Figure 1. Placement by cell class (run 1).
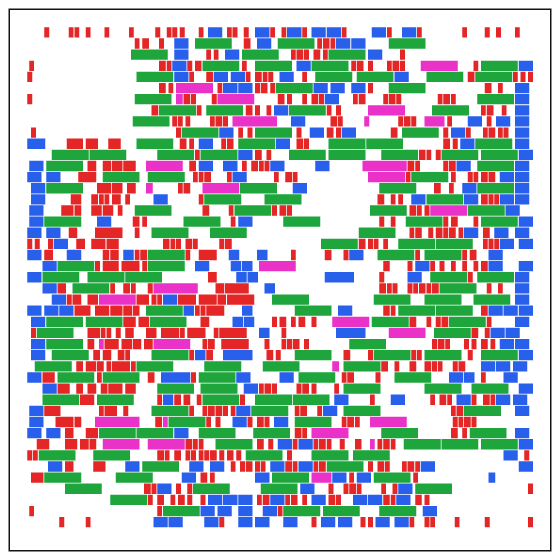
Figure 2. Clock nets (run 1).
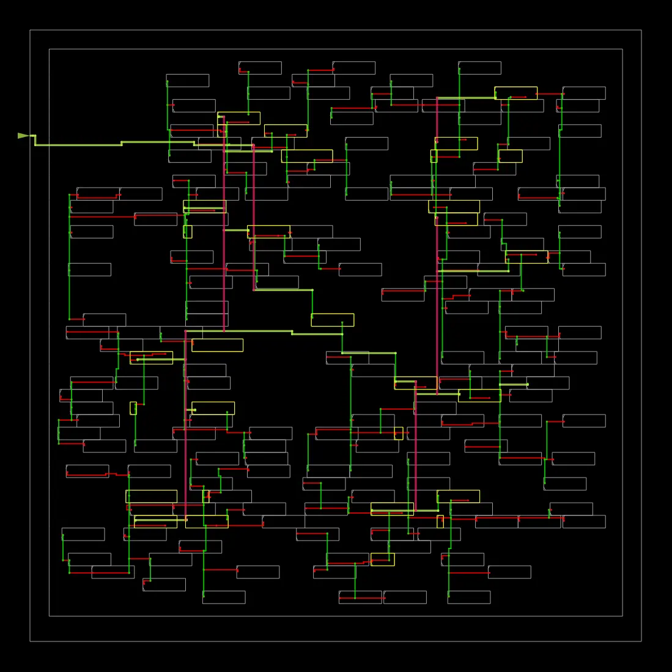
Figure 3. Clock distribution (run 1).
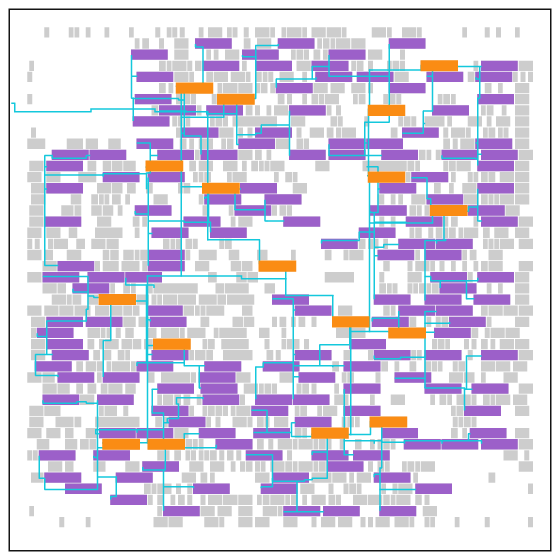
Figure 4. Sequential cells colored by netlist name (run 1).
Bar = 50 um. Other sequential cells in the stronger gray, the rest of the logic in the fainter gray.
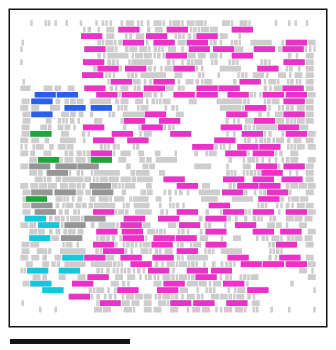
===== config.mk =====
export PLATFORM = sky130hd
export DESIGN_NAME = bram_cmd_reader_flat
export DESIGN_NICKNAME = d
export VERILOG_FILES = /design/src/rtl/hfswr_bram_pkg.sv /design/src/rtl/bram_cmd_reader_if.sv /design/src/rtl/bram_cmd_reader_fetch.sv /design/src/rtl/bram_cmd_reader.sv /design/src/flat_wrapper.sv
export SDC_FILE = /design/constraint.sdc
export NUM_CORES = 1
export LEC_CHECK = 0
export CAP_MARGIN = 40
export CORE_MARGIN = 4
export CORE_UTILIZATION = 46
export DETAILED_ROUTE_END_ITERATION = 8
export HOLD_SLACK_MARGIN = 0.03
export PLACE_DENSITY = 0.79
export RECOVER_POWER = 25
export SETUP_SLACK_MARGIN = 0.15
export SLEW_MARGIN = 20
export SYNTH_ARGS = -nofsm -noshare
export SYNTH_HDL_FRONTEND = slang
export SYNTH_SLANG_ARGS = --single-unit
export TNS_END_PERCENT = 1

===== constraint.sdc =====
create_clock -name clk -period 2.3 [get_ports clk]
set_input_delay 0.23 -clock clk [delete_from_list [all_inputs] [get_ports clk]]
set_output_delay 0.23 -clock clk [all_outputs]
set_load 0.03 [all_outputs]

===== src/rtl/hfswr_bram_pkg.sv =====
// Shared definitions for the PS<->PL BRAM mailbox logic: FSM state type,
// default mailbox word addresses, default BRAM read latency and an address helper.
package hfswr_bram_pkg;

    // Mailbox reader control states
    typedef enum logic [2:0] {
        ST_IDLE       = 3'd0,
        ST_FLAG_RD    = 3'd1,
        ST_FLAG_WAIT  = 3'd2,
        ST_PARAM_RD   = 3'd3,
        ST_PARAM_WAIT = 3'd4,
        ST_PRESENT    = 3'd5,
        ST_ACK        = 3'd6
    } state_t;

    // Mailbox occupies the top words of the shared BRAM
    localparam int unsigned MBOX_PARAM_BASE = 2040;
    localparam int unsigned MBOX_FLAG_ADDR  = 2046;
    localparam int unsigned MBOX_RSVD_ADDR  = 2047;   // last mailbox word, kept free

    // Default BRAM read latency (address cycle to data cycle)
    localparam int unsigned BRAM_RD_LAT = 2;

    // True when addr lies inside the n-word window starting at base
    function automatic logic addr_in_range(input logic [31:0] addr,
                                           input logic [31:0] base,
                                           input int unsigned n);
        return (addr >= base) && ((addr - base) < n);
    endfunction

endpackage


===== src/rtl/bram_cmd_reader_if.sv =====
// BRAM port plus command valid/ready bundle between the mailbox reader
// (master) and the BRAM / command consumer side (slave).
interface bram_cmd_reader_if #(
    parameter int unsigned NPARAM = 4
) ();
    logic                    bram_en;
    logic                    bram_we;
    logic [31:0]             bram_addr;
    logic [31:0]             bram_din;
    logic [31:0]             bram_dout;
    logic                    cmd_valid;
    logic                    cmd_ready;
    logic [32*NPARAM-1:0]    cmd_params;
    logic [7:0]              cmd_cnt;
    logic                    busy;

    modport master (
        output bram_en, bram_we, bram_addr, bram_din,
        input  bram_dout,
        output cmd_valid, cmd_params, cmd_cnt, busy,
        input  cmd_ready
    );

    modport slave (
        input  bram_en, bram_we, bram_addr, bram_din,
        output bram_dout,
        input  cmd_valid, cmd_params, cmd_cnt, busy,
        output cmd_ready
    );
endinterface


===== src/rtl/bram_cmd_reader_fetch.sv =====
// Single-word BRAM read engine: a start pulse drives bram_en/addr for exactly
// one cycle; done pulses RD_LAT cycles after that cycle, aligned with rdata.
module bram_word_fetch
    import hfswr_bram_pkg::*;
#(
    parameter int unsigned RD_LAT = BRAM_RD_LAT
) (
    input  logic        clk,
    input  logic        rst_n,
    input  logic        start,
    input  logic [31:0] start_addr,
    output logic        bram_en,
    output logic [31:0] bram_addr,
    input  logic [31:0] bram_dout,
    output logic [31:0] rdata,
    output logic        done
);
    logic              en_q,   en_d;
    logic [31:0]       addr_q, addr_d;
    logic [RD_LAT-1:0] lat_q,  lat_d;   // lat_q[k] is high k+1 cycles after the address cycle

    // Address/enable for the issue cycle; address returns to 0 when idle
    always_comb begin
        en_d   = start;
        addr_d = start ? start_addr : 32'd0;
    end

    // Latency tracker: shift the issue marker along RD_LAT stages
    assign lat_d[0] = en_q;
    generate
        for (genvar gi = 1; gi < RD_LAT; gi++) begin : g_lat
            assign lat_d[gi] = lat_q[gi-1];
        end
    endgenerate

    // State registers
    always_ff @(posedge clk or negedge rst_n) begin
        if (!rst_n) begin
            en_q   <= 1'b0;
            addr_q <= 32'd0;
            lat_q  <= '0;
        end else begin
            en_q   <= en_d;
            addr_q <= addr_d;
            lat_q  <= lat_d;
        end
    end

    assign bram_en   = en_q;
    assign bram_addr = addr_q;
    assign rdata     = bram_dout;
    assign done      = lat_q[RD_LAT-1];
endmodule


===== src/rtl/bram_cmd_reader.sv =====
// PS->PL command mailbox reader: polls the flag word, fetches the parameter
// block word by word, presents it on valid/ready, then clears the flag as ack.
module bram_cmd_reader
    import hfswr_bram_pkg::*;
#(
    parameter int unsigned FLAG_ADDR  = MBOX_FLAG_ADDR,
    parameter int unsigned PARAM_BASE = MBOX_PARAM_BASE,
    parameter int unsigned NPARAM     = 4,
    parameter int unsigned RD_LAT     = BRAM_RD_LAT,
    parameter int unsigned POLL_DIV   = 64,
    parameter int unsigned ACK_HOLD   = 3
) (
    input  logic              clk,
    input  logic              rst_n,
    input  logic              en,
    bram_cmd_reader_if.master io
);
    localparam int unsigned PW = (POLL_DIV > 1) ? $clog2(POLL_DIV) : 1;
    localparam int unsigned HW = (ACK_HOLD > 1) ? $clog2(ACK_HOLD) : 1;
    localparam int unsigned IW = (NPARAM   > 1) ? $clog2(NPARAM)   : 1;
    localparam logic [PW-1:0] POLL_LAST = PW'(POLL_DIV - 1);
    localparam logic [HW-1:0] HOLD_LAST = HW'(ACK_HOLD - 1);
    localparam logic [IW-1:0] IDX_LAST  = IW'(NPARAM - 1);

    // Configuration sanity: parameter block must not overlap the flag or reserved word
    generate
        if (NPARAM < 1 || NPARAM > 8) begin : g_bad_nparam
            $error("bram_cmd_reader: NPARAM must be 1..8");
        end
        if (RD_LAT < 1 || POLL_DIV < 1 || ACK_HOLD < 1) begin : g_bad_timing
            $error("bram_cmd_reader: RD_LAT, POLL_DIV and ACK_HOLD must be >= 1");
        end
        if (addr_in_range(FLAG_ADDR, PARAM_BASE, NPARAM)) begin : g_bad_flag
            $error("bram_cmd_reader: parameter block overlaps FLAG_ADDR");
        end
        if (addr_in_range(MBOX_RSVD_ADDR, PARAM_BASE, NPARAM)) begin : g_bad_rsvd
            $error("bram_cmd_reader: parameter block overlaps the reserved mailbox word");
        end
    endgenerate

    state_t               state_q,  state_d;
    logic [PW-1:0]        poll_q,   poll_d;
    logic [HW-1:0]        hold_q,   hold_d;
    logic [IW-1:0]        idx_q,    idx_d;
    logic [32*NPARAM-1:0] params_q, params_d;
    logic [7:0]           cnt_q,    cnt_d;
    logic                 valid_q,  valid_d;
    logic                 busy_q,   busy_d;
    logic                 ack_q,    ack_d;

    logic        fetch_start;
    logic [31:0] fetch_addr;
    logic        fetch_bram_en;
    logic [31:0] fetch_bram_addr;
    logic [31:0] fetch_rdata;
    logic        fetch_done;

    bram_word_fetch #(
        .RD_LAT(RD_LAT)
    ) u_fetch (
        .clk       (clk),
        .rst_n     (rst_n),
        .start     (fetch_start),
        .start_addr(fetch_addr),
        .bram_en   (fetch_bram_en),
        .bram_addr (fetch_bram_addr),
        .bram_dout (io.bram_dout),
        .rdata     (fetch_rdata),
        .done      (fetch_done)
    );

    // Next-state logic: poll, flag check, sequential param reads, present, ack
    always_comb begin
        state_d     = state_q;
        poll_d      = poll_q;
        hold_d      = hold_q;
        idx_d       = idx_q;
        params_d    = params_q;
        cnt_d       = cnt_q;
        valid_d     = valid_q;
        fetch_start = 1'b0;
        fetch_addr  = 32'd0;
        case (state_q)
            ST_IDLE: begin
                if (!en) begin
                    poll_d = '0;
                end else if (poll_q == POLL_LAST) begin
                    poll_d      = '0;
                    fetch_start = 1'b1;
                    fetch_addr  = FLAG_ADDR;
                    state_d     = ST_FLAG_RD;
                end else begin
                    poll_d = poll_q + 1'b1;
                end
            end
            ST_FLAG_RD: state_d = ST_FLAG_WAIT;
            ST_FLAG_WAIT: begin
                // Only bit0 of the flag word carries meaning
                if (fetch_done) begin
                    if (fetch_rdata[0]) begin
                        idx_d       = '0;
                        fetch_start = 1'b1;
                        fetch_addr  = PARAM_BASE;
                        state_d     = ST_PARAM_RD;
                    end else begin
                        state_d = ST_IDLE;
                    end
                end
            end
            ST_PARAM_RD: state_d = ST_PARAM_WAIT;
            ST_PARAM_WAIT: begin
                if (fetch_done) begin
                    params_d[32*idx_q +: 32] = fetch_rdata;
                    if (idx_q == IDX_LAST) begin
                        valid_d = 1'b1;
                        state_d = ST_PRESENT;
                    end else begin
                        idx_d       = idx_q + 1'b1;
                        fetch_start = 1'b1;
                        fetch_addr  = PARAM_BASE + 32'(idx_q) + 32'd1;
                        state_d     = ST_PARAM_RD;
                    end
                end
            end
            ST_PRESENT: begin
                if (valid_q && io.cmd_ready) begin
                    valid_d = 1'b0;
                    cnt_d   = cnt_q + 8'd1;
                    hold_d  = '0;
                    state_d = ST_ACK;
                end
            end
            ST_ACK: begin
                if (hold_q == HOLD_LAST) begin
                    poll_d  = '0;
                    state_d = ST_IDLE;
                end else begin
                    hold_d = hold_q + 1'b1;
                end
            end
            default: state_d = ST_IDLE;
        endcase
        busy_d = (state_d != ST_IDLE);
        ack_d  = (state_d == ST_ACK);
    end

    // State and output registers
    always_ff @(posedge clk or negedge rst_n) begin
        if (!rst_n) begin
            state_q  <= ST_IDLE;
            poll_q   <= '0;
            hold_q   <= '0;
            idx_q    <= '0;
            params_q <= '0;
            cnt_q    <= 8'd0;
            valid_q  <= 1'b0;
            busy_q   <= 1'b0;
            ack_q    <= 1'b0;
        end else begin
            state_q  <= state_d;
            poll_q   <= poll_d;
            hold_q   <= hold_d;
            idx_q    <= idx_d;
            params_q <= params_d;
            cnt_q    <= cnt_d;
            valid_q  <= valid_d;
            busy_q   <= busy_d;
            ack_q    <= ack_d;
        end
    end

    // The clear write owns the port during ACK; reads own it otherwise
    assign io.bram_en    = fetch_bram_en | ack_q;
    assign io.bram_we    = ack_q;
    assign io.bram_addr  = ack_q ? FLAG_ADDR : fetch_bram_addr;
    assign io.bram_din   = 32'd0;
    assign io.cmd_valid  = valid_q;
    assign io.cmd_params = params_q;
    assign io.cmd_cnt    = cnt_q;
    assign io.busy       = busy_q;
endmodule


===== src/flat_wrapper.sv =====
// flat-port wrapper written by rule: the top's interface ports become plain ports
module bram_cmd_reader_flat import hfswr_bram_pkg::*;
#(
    parameter int unsigned FLAG_ADDR  = MBOX_FLAG_ADDR,
    parameter int unsigned PARAM_BASE = MBOX_PARAM_BASE,
    parameter int unsigned NPARAM     = 4,
    parameter int unsigned RD_LAT     = BRAM_RD_LAT,
    parameter int unsigned POLL_DIV   = 64,
    parameter int unsigned ACK_HOLD   = 3
)
  (clk, rst_n, en, io_bram_en, io_bram_we, io_bram_addr, io_bram_din, io_bram_dout, io_cmd_valid, io_cmd_params, io_cmd_cnt, io_busy, io_cmd_ready);
  bram_cmd_reader_if #(.NPARAM(NPARAM)) io_i ();
  input  logic clk;
  input  logic rst_n;
  input  logic en;
  output wire logic [$bits(io_i.bram_en)-1:0] io_bram_en;
  output wire logic [$bits(io_i.bram_we)-1:0] io_bram_we;
  output wire logic [$bits(io_i.bram_addr)-1:0] io_bram_addr;
  output wire logic [$bits(io_i.bram_din)-1:0] io_bram_din;
  input wire logic [$bits(io_i.bram_dout)-1:0] io_bram_dout;
  output wire logic [$bits(io_i.cmd_valid)-1:0] io_cmd_valid;
  output wire logic [$bits(io_i.cmd_params)-1:0] io_cmd_params;
  output wire logic [$bits(io_i.cmd_cnt)-1:0] io_cmd_cnt;
  output wire logic [$bits(io_i.busy)-1:0] io_busy;
  input wire logic [$bits(io_i.cmd_ready)-1:0] io_cmd_ready;
  assign io_bram_en = io_i.bram_en;
  assign io_bram_we = io_i.bram_we;
  assign io_bram_addr = io_i.bram_addr;
  assign io_bram_din = io_i.bram_din;
  assign io_i.bram_dout = io_bram_dout;
  assign io_cmd_valid = io_i.cmd_valid;
  assign io_cmd_params = io_i.cmd_params;
  assign io_cmd_cnt = io_i.cmd_cnt;
  assign io_busy = io_i.busy;
  assign io_i.cmd_ready = io_cmd_ready;
  bram_cmd_reader #(.FLAG_ADDR(FLAG_ADDR), .PARAM_BASE(PARAM_BASE), .NPARAM(NPARAM), .RD_LAT(RD_LAT), .POLL_DIV(POLL_DIV), .ACK_HOLD(ACK_HOLD)) u_core (.clk(clk), .rst_n(rst_n), .en(en), .io(io_i));
endmodule

==> summary.txt, run 1 <==
Gate Area: 0.00264 mm^2
CP peak stage delay: 0.62 ns
sequential area share after synthesis: 56.3%
ANT nets after route: 0
post-DP HPWL: 13.2 mm
Top Usage Layer GRT: met2
worst min-delay path category: flip-flop to flip-flop
vias after detailed routing: 5633
maximum vdd drop: 0.456 mV
Max transition margin: -4.80%
Setup violations, final: 0
PD cells: 630 mW/mm^2
layout cells sized above 1: 7.28%
Final #Nets: 982
Synth Flop Type: dfrtp_1
WHS: 0.349 ns
max-slew violations: 60
# Cells Yosys: 759
Signal inverters: 6
largest net degree at the start of global routing: 62
area delta synth->final: 35.1%
max cap viols: 1
crit path DRT: 2.07 ns
CP Cell Sequence: or2_2 -> clkdlybuf4s50_1
first-pass GRT wire length: 29.2 mm
Total GRT Usage: 21.0%
CTS root buffer: clkbuf_16
fin crit share: 90.6%
failing checks: capacitance limit, slew limit
Logic pwr share: 5.1%
status: finished, violations left
Worst Tran Pin Value: 1.57 ns
clock sink count: 159
minimum clock period: 2.08 ns
-- Figure 1 (at the start) --
legend:
  all other logic:
    color: red
    cells: 552
    share_of_their_area: 29%
  flip-flops:
    color: green
    cells: 159
    share_of_their_area: 43%
  other buffers and delay cells:
    color: blue
    cells: 207
    share_of_their_area: 22%
  clock drivers and dummy loads:
    color: magenta
    cells: 30
    share_of_their_area: 6.5%
sequential share of cell area: 41.7%
Util after Layout: 63.0%
Design Area, Final: 0.00955 mm^2
Core ar.: 0.0151 mm^2

-- Figure 2 (at the start) --
clk_buf instances: 23
Clock group: 2.90 mW
clock skew: 0.00676 ns
flop count: 159

-- Figure 3 (at the start) --
legend:
  flip-flops:
    color: purple
    count: 159
  cells driving clock nets:
    color: orange
    count: 17
  clock wires:
    color: cyan
    length: 1800 um
routed clock nets: 18
clock group share of total power: 48.3%
Late-Pin Clk Latency: 0.42 ns

-- Figure 4 (at the start) --
legend:
  u_core.u_fetch.bram_addr:
    color: green
    flops: 4
    where: left middle
  u_core.io.cmd_params:
    color: magenta
    flops: 128
  u_core.poll_q:
    color: blue
    flops: 6
  u_core.io.cmd_cnt:
    color: cyan
    flops: 8
    where: bottom left
not colored: 13
P_seq: 2.81 mW
Reg area: 0.00398 mm^2

-- run 1: synthesized netlist by cell type (2+ instances only) --
master,instances,area share (%)
xnor2_1,6,0.74
nand3_1,5,0.35
nand4_1,2,0.18
xor2_1,2,0.25
a21boi_0,2,0.21
o31ai_1,2,0.21
buf_4,60,6.4
o21ai_0,54,3.8
nor2_2,2,0.18
inv_1,5,0.27
clkbuf_2,3,0.21
nor3b_2,3,0.53
a22o_1,4,0.50
nand2_2,4,0.35
dfrtp_1,159,56
mux2_2,2,0.32
buf_2,28,2.0
a21oi_1,2,0.14
nor2_1,5,0.27
nor2b_1,4,0.35
nor3_2,3,0.42
or2_2,4,0.35
nand2_1,269,14
and3_1,3,0.27
clkbuf_1,8,0.42
o21ai_1,81,5.7
ha_1,9,1.6
nor3b_1,2,0.21
nand2b_1,2,0.18
-- run 1: final timing paths --
| kind | startpoint | to | cells after the start |
|---|---|---|---|
| max | u_core.io.bram_we | io_bram_addr[7] | 2 |
| min | u_core.u_fetch.lat_q[0] | u_core.u_fetch.lat_q[1] | 0 |
| max reg2reg | u_core.idx_q[1] | u_core.io.cmd_params[81] | 6 |
| min reg2reg | u_core.u_fetch.lat_q[0] | u_core.u_fetch.lat_q[1] | 0 |
| max in group asynchronous | rst_n | u_core.io.cmd_params[71] | 3 |
| min in group asynchronous | rst_n | u_core.io.cmd_params[97] | 2 |
-- run 1: cells by family (layout without fill, tap and decap cells) --
family / after synthesis / count (layout) / synth area share [%]
xor+xnor: 8 / 8 / 0.991
flops: 159 / 159 / 56.3
mux: 3 / 3 / 0.460
compound gates: 156 / 156 / 12.1
simple gates: 317 / 317 / 19.0
other cells: 1 / 53 / 0.0531
fa+ha+maj: 9 / 9 / 1.59
buf+inv: 106 / 243 / 9.47
-- run 1: routing by layer --
layer / up-vias / wire length, um
met5: - / 0
li1: 2720 / -
met3: 39 / 1260
met2: 202 / 8570
met1: 2672 / 7680
met4: 0 / 540
-- run 1: cells in the final DEF, fill, tap and decap left out, types with 3 or more instances in the layout --
cell type	count
dfrtp_1	159
or2_2	4
xnor2_1	6
nor3b_4	3
nand2_2	4
ha_1	9
nand3_1	5
a22o_1	4
inv_1	5
conb_1	53
and3_1	3
buf_4	16
clkbuf_16	17
buf_12	4
nor2_1	5
o21ai_0	54
o21ai_1	81
clkbuf_1	4
nand2_1	269
nor2b_1	4
clkdlybuf4s50_1	184
bufinv_16	4
clkinv_2	3
-- run 1: metrics by stage --
stage / area [um^2] / utilization (%)
6_report: 9550 / 63.0
5_1_grt: 9550 / 63.0
4_1_cts: 9550 / 63.1
3_5_place_dp: 8940 / 59.0
3_3_place_gp: 8940 / 59.0
2_1_floorplan: 7260 / -
-- run 1: what timing repair did --
action / in CTS / in global routing
hold buffers: 1 / 0
resized: 0 / 1
endpoints found under the hold margin: 57 / 0
endpoints found under the setup margin: 0 / 8
-- run 1: power groups by stage --
stage / Combinational [mW] / Clock (mW) / Sequential, mW
after floorplan: 0.205 / 0 / 2.86
after global routing: 0.332 / 3.08 / 2.80
after global placement: 0.307 / 0 / 2.86
after detailed placement: 0.307 / 0 / 2.86
after CTS: 0.309 / 2.96 / 2.81
final: 0.306 / 2.90 / 2.81
Figure 5. Sizing map (run 1).
Bar = 50 um.
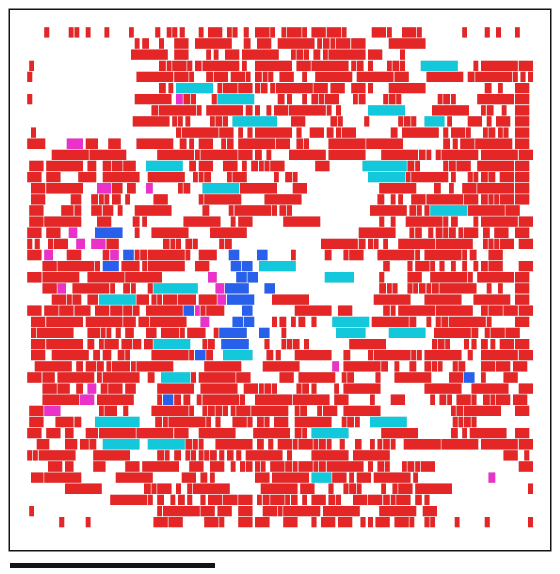

==> run 2: changes to the inputs <==
--- a/config.mk
+++ b/config.mk
@@ -6,11 +6,11 @@
 export NUM_CORES = 1
 export LEC_CHECK = 0
 export CAP_MARGIN = 40
-export CORE_MARGIN = 4
-export CORE_UTILIZATION = 46
+export CORE_MARGIN = 2
+export CORE_UTILIZATION = 41
 export DETAILED_ROUTE_END_ITERATION = 8
 export HOLD_SLACK_MARGIN = 0.03
-export PLACE_DENSITY = 0.79
+export PLACE_DENSITY = 0.74
 export RECOVER_POWER = 25
 export SETUP_SLACK_MARGIN = 0.15
 export SLEW_MARGIN = 20
==> constraint.sdc (replaced) <==
create_clock -name clk -period 1.8 [get_ports clk]
set_input_delay 0.18 -clock clk [delete_from_list [all_inputs] [get_ports clk]]
set_output_delay 0.18 -clock clk [all_outputs]
set_load 0.03 [all_outputs]
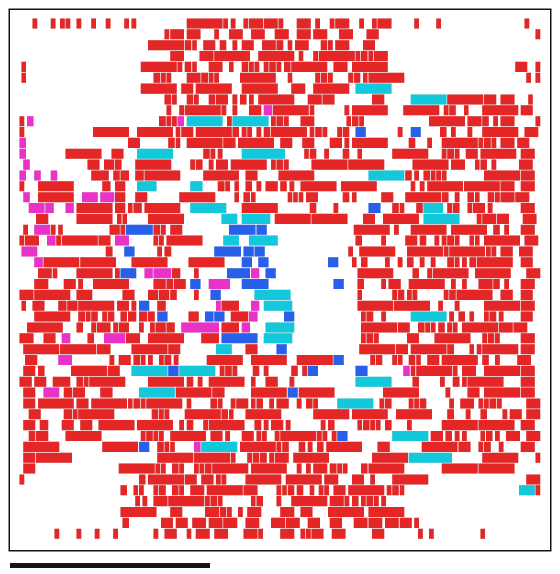
Figure 6: run 2, sizing map.
Bar = 50 um.
legend:
  drive 3 to 4:
    color: blue
    cells: 34
    most_used: buf_4
  drive 2:
    color: magenta
    cells: 35
    most_used: clkbuf_2
  drive 1 or less:
    color: red
    cells: 858
    most_used: nand2_1
  drive 6 and up:
    color: cyan
    cells: 31
    most_used: clkbuf_16
Non-CTS buffers: 215
final worst slack: 0.165 ns
Design Area, Final: 0.00955 mm^2
area delta synth->final: 35.2%

==> summary.txt, run 2 <==
area leader, netlist: dfrtp_1
Worst Setup SP: u_core.io.cmd_params[87]
Synth Flop Type: dfrtp_1
clock skew: 0.00999 ns
status: complete, no violations
Main logic family: simple AND/OR/NAND/NOR gates
PD cells: 790 mW/mm^2
CTS root buffer: clkbuf_16
maximum vdd drop: 0.582 mV
yosys adder share: 1.59%
first-pass GRT wire length: 28.7 mm
sequential area share after synthesis: 56.3%
Total GRT Usage: 20.4%
max-slew violations: 0
vias after detailed routing: 5595
Top cells excl fill/tap: 268 x nand2_1, 158 x dfrtp_1, 93 x clkdlybuf4s50_1, 81 x o21ai_1, 81 x dlygate4sd2_1
Area leader share: 56.3%
aoi/oai-family share of the synthesized area: 12.1%
CP Depth: 1
ANT nets after route: 0
r2r worst-path depth: 6
max cap viols: 0
Util after Layout: 56.0%
minimum clock period: 1.64 ns
Setup violations, final: 0
WHS: 0.274 ns
crit path DRT: 1.62 ns
placed cell areas: 0.00908 mm^2
CP Cell Sequence: clkdlybuf4s50_1
worst min-delay path category: input pin to async pin
mux share: 0.460%
Gate Area: 0.00266 mm^2
clock sink count: 159
post-DP HPWL: 13.0 mm
list of most frequent post-synthesis cells: 269 x nand2_1, 159 x dfrtp_1, 81 x o21ai_1
Simple Share, Synth: 19.0%
xor/xnor share: 0.991%
WP buf/inv: 1
# Cells Yosys: 759
Max transition margin: 62.4%
cell with the most instances after synthesis: nand2_1
Final #Nets: 990
top cells, area: dfrtp_1 56%, nand2_1 14%, buf_4 6.4%
r2r startpoint: u_core.hold_q[0]
fin crit share: 90.8%
-- run 2: cell counts after synthesis --
No cell type changed its count.
-- run 2: path summary, 6_finish.rpt --
kind                                            to  slack [ns]
setup / recovery                 io_cmd_params[87]        0.16
hold reg to reg            u_core.u_fetch.lat_q[1]        0.36
max in group asynchronous          u_core.idx_q[0]        0.52
setup reg to reg                  u_core.poll_q[4]        0.18
hold / removal             u_core.io.cmd_params[5]        0.27
min in group clk           u_core.u_fetch.lat_q[1]        0.36
-- run 2: kinds of logic after synthesis --
| kind of cell | after synthesis |
|---|---|
| simple gates | 317 |
| buf+inv | 106 |
| fa+ha+maj | 9 |
| flops | 159 |
| mux | 3 |
| other cells | 1 |
| xor+xnor | 8 |
| compound gates | 156 |
-- run 2: final cells by class --
type,count,area share [%]
sequential,159,41.7
clock buffer,19,4.74
timing repair buffer,215,21.1
inverter,6,0.262
tap,225,2.95
clock inverter,13,1.45
multi-input combinational,546,27.8
-- run 2: metal layers --
metal	track usage [%]	part of all wire, %
met3	4.60	6.8
met1	27.3	43
met2	32.5	48
met4	7.81	2.4
met5	0	0
-- run 2: repair_timing --
| item | in CTS | in global routing |
|---|---|---|
| hold buffers | 1 | 0 |
| gates resized | 107 | 18 |
| pin swaps | 4 | 0 |
| endpoints found under the setup margin | 206 | 164 |
| endpoints found under the hold margin | 48 | 0 |
-- run 2: power by group --
part	total (mW)	switching, mW	internal (mW)
combinational	0.392	0.300	0.0913
clock	3.57	1.46	2.11
sequential	3.58	0.00433	3.58
total	7.55	1.76	5.79
Figure 7. Sequential cells colored by netlist name (run 2).
Bar = 50 um. Other sequential cells in the stronger gray, the rest of the logic in the fainter gray.
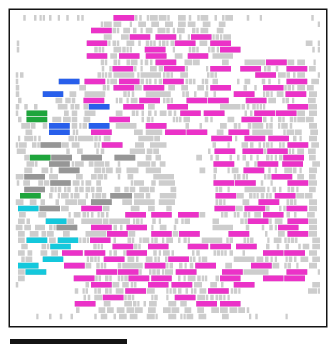

==> run 3: changes to the inputs <==
--- a/config.mk
+++ b/config.mk
@@ -10,7 +10,7 @@
 export CORE_UTILIZATION = 41
 export DETAILED_ROUTE_END_ITERATION = 8
 export HOLD_SLACK_MARGIN = 0.03
-export PLACE_DENSITY = 0.74
+export PLACE_DENSITY = 0.76
 export RECOVER_POWER = 25
 export SETUP_SLACK_MARGIN = 0.15
 export SLEW_MARGIN = 20
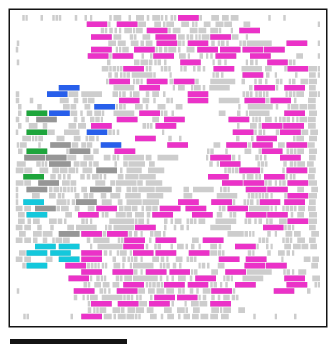
Figure 8: run 3, sequential cells colored by netlist name.
Bar = 50 um. Other sequential cells in the stronger gray, the rest of the logic in the fainter gray.
legend:
  u_core.poll_q:
    color: blue
    flops: 6
  u_core.io.cmd_params:
    color: magenta
    flops: 128
    where: widely spread
  u_core.io.cmd_cnt:
    color: cyan
    flops: 8
    where: bottom left
  u_core.u_fetch.bram_addr:
    color: green
    flops: 4
    where: left middle
Util after Layout: 57.3%
Reg area: 0.00398 mm^2
sequential share of cell area: 40.8%
P_seq: 3.58 mW

==> summary.txt, run 3 <==
status: complete, no violations
Main logic family: simple AND/OR/NAND/NOR gates
mux share: 0.460%
layout cells sized above 1: 10.8%
worst min-delay path category: flip-flop to flip-flop
GRT met3 Usage: 5.65%
Setup violations, final: 0
post-DP HPWL: 13.0 mm
# Cells Yosys: 759
CTS root buffer: clkbuf_16
crit path DRT: 2.14 ns
area leader, netlist: dfrtp_1
Area leader share: 56.3%
met2 Usage GRT: 33.2%
ANT nets after route: 0
Top cells excl fill/tap: 269 x nand2_1, 157 x dfrtp_1, 93 x dlygate4sd2_1, 90 x o21ai_1, 81 x clkdlybuf4s50_1
max-slew violations: 0
PD cells: 840 mW/mm^2
max cap viols: 0
Top Usage Layer GRT: met2
sequential area share after synthesis: 56.3%
Core ar.: 0.0171 mm^2
Total GRT Usage: 20.8%
xor/xnor share: 0.991%
Commonest Layout Cell: nand2_1
WHS: 0.354 ns
Synth Flop Type: dfrtp_1
first-pass GRT wire length: 29.3 mm
aoi/oai-family share of the synthesized area: 12.1%
maximum vdd drop: 0.646 mV
Max transition margin: 22.9%
clock skew: 0.0110 ns
Worst Tran Pin Value: 1.16 ns
clock sink count: 159
area delta synth->final: 38.2%
Simple Share, Synth: 19.0%
GRT met1 Usage: 26.3%
vias after detailed routing: 5665
run 3: path summary, 6_finish.rpt:
kind	endpoint	cells after the start	from	slack, ns
setup / recovery	u_core.io.cmd_params[92]	7	u_core.idx_q[0]	0.13
hold / removal	u_core.u_fetch.lat_q[1]	0	u_core.u_fetch.lat_q[0]	0.35
setup reg to reg	u_core.io.cmd_params[92]	7	u_core.idx_q[0]	0.13
hold reg to reg	u_core.u_fetch.lat_q[1]	0	u_core.u_fetch.lat_q[0]	0.35
max in group asynchronous	u_core.io.cmd_params[116]	3	rst_n	0.34
min in group asynchronous	u_core.io.cmd_params[24]	2	rst_n	0.53
run 3: where the power goes:
part	switching, mW	internal (mW)	total (mW)
Clock	1.48	2.75	4.23
Combinational	0.298	0.0971	0.395
Sequential	0.00417	3.58	3.58
Total	1.78	6.43	8.21
run 3: kinds of logic after synthesis:
| family | count (synthesis) |
|---|---|
| buffers and inverters | 106 |
| other | 1 |
| XOR/XNOR | 8 |
| AND/OR/NAND/NOR | 317 |
| flip-flops | 159 |
| multiplexers | 3 |
| adder cells (fa/ha/maj) | 9 |
| AND-OR/OR-AND | 156 |
run 3: final cells by class:
cell class	instances	area share (%)
timing repair buffer	219	21.6
clock inverter	13	2.65
tap	225	2.88
sequential	159	40.8
inverter	6	0.256
clock buffer	19	4.43
multi-input combinational	546	27.4
run 3: per-stage QoR:
step                      cells  setup WS [ns]  util, %  area [um^2]  power (mW)
after floorplan             811          0.188        -         7270        3.91
after global placement     1147         0.0663     53.3         9090        4.04
after detailed placement   1147        -0.0577     53.3         9090        4.04
after CTS                  1180      -0.000236     56.8         9690        8.27
after global routing       1187         0.0634     57.3         9770        8.46
final                      1187          0.128     57.3         9770        8.21
run 3: routing by layer:
metal	part of all wire, %	up-vias	routed length (um)
met5	0	-	0
met4	3.3	0	640
met3	7.1	43	1360
met2	47	207	9060
met1	42	2663	8120
li1	-	2752	-
run 3: timing repair:
action | CTS | global route
pin swaps | 1 | 1
buffers inserted | 0 | 3
cloned | 0 | 4
gates resized | 121 | 29
hold buffers | 1 | 0
setup endpoints to repair | 206 | 180
endpoints found under the hold margin | 39 | 0
run 3: critical path, stage by stage, from the launching register on:
cell	delay, ns
dfrtp_2	0.42
inv_4	0.09
ha_4	0.32
nor3b_4	0.20
buf_4	0.16
buf_2	0.19
nand2_1	0.07
o21ai_0	0.14
Power is estimated from default activity; no workload was simulated.
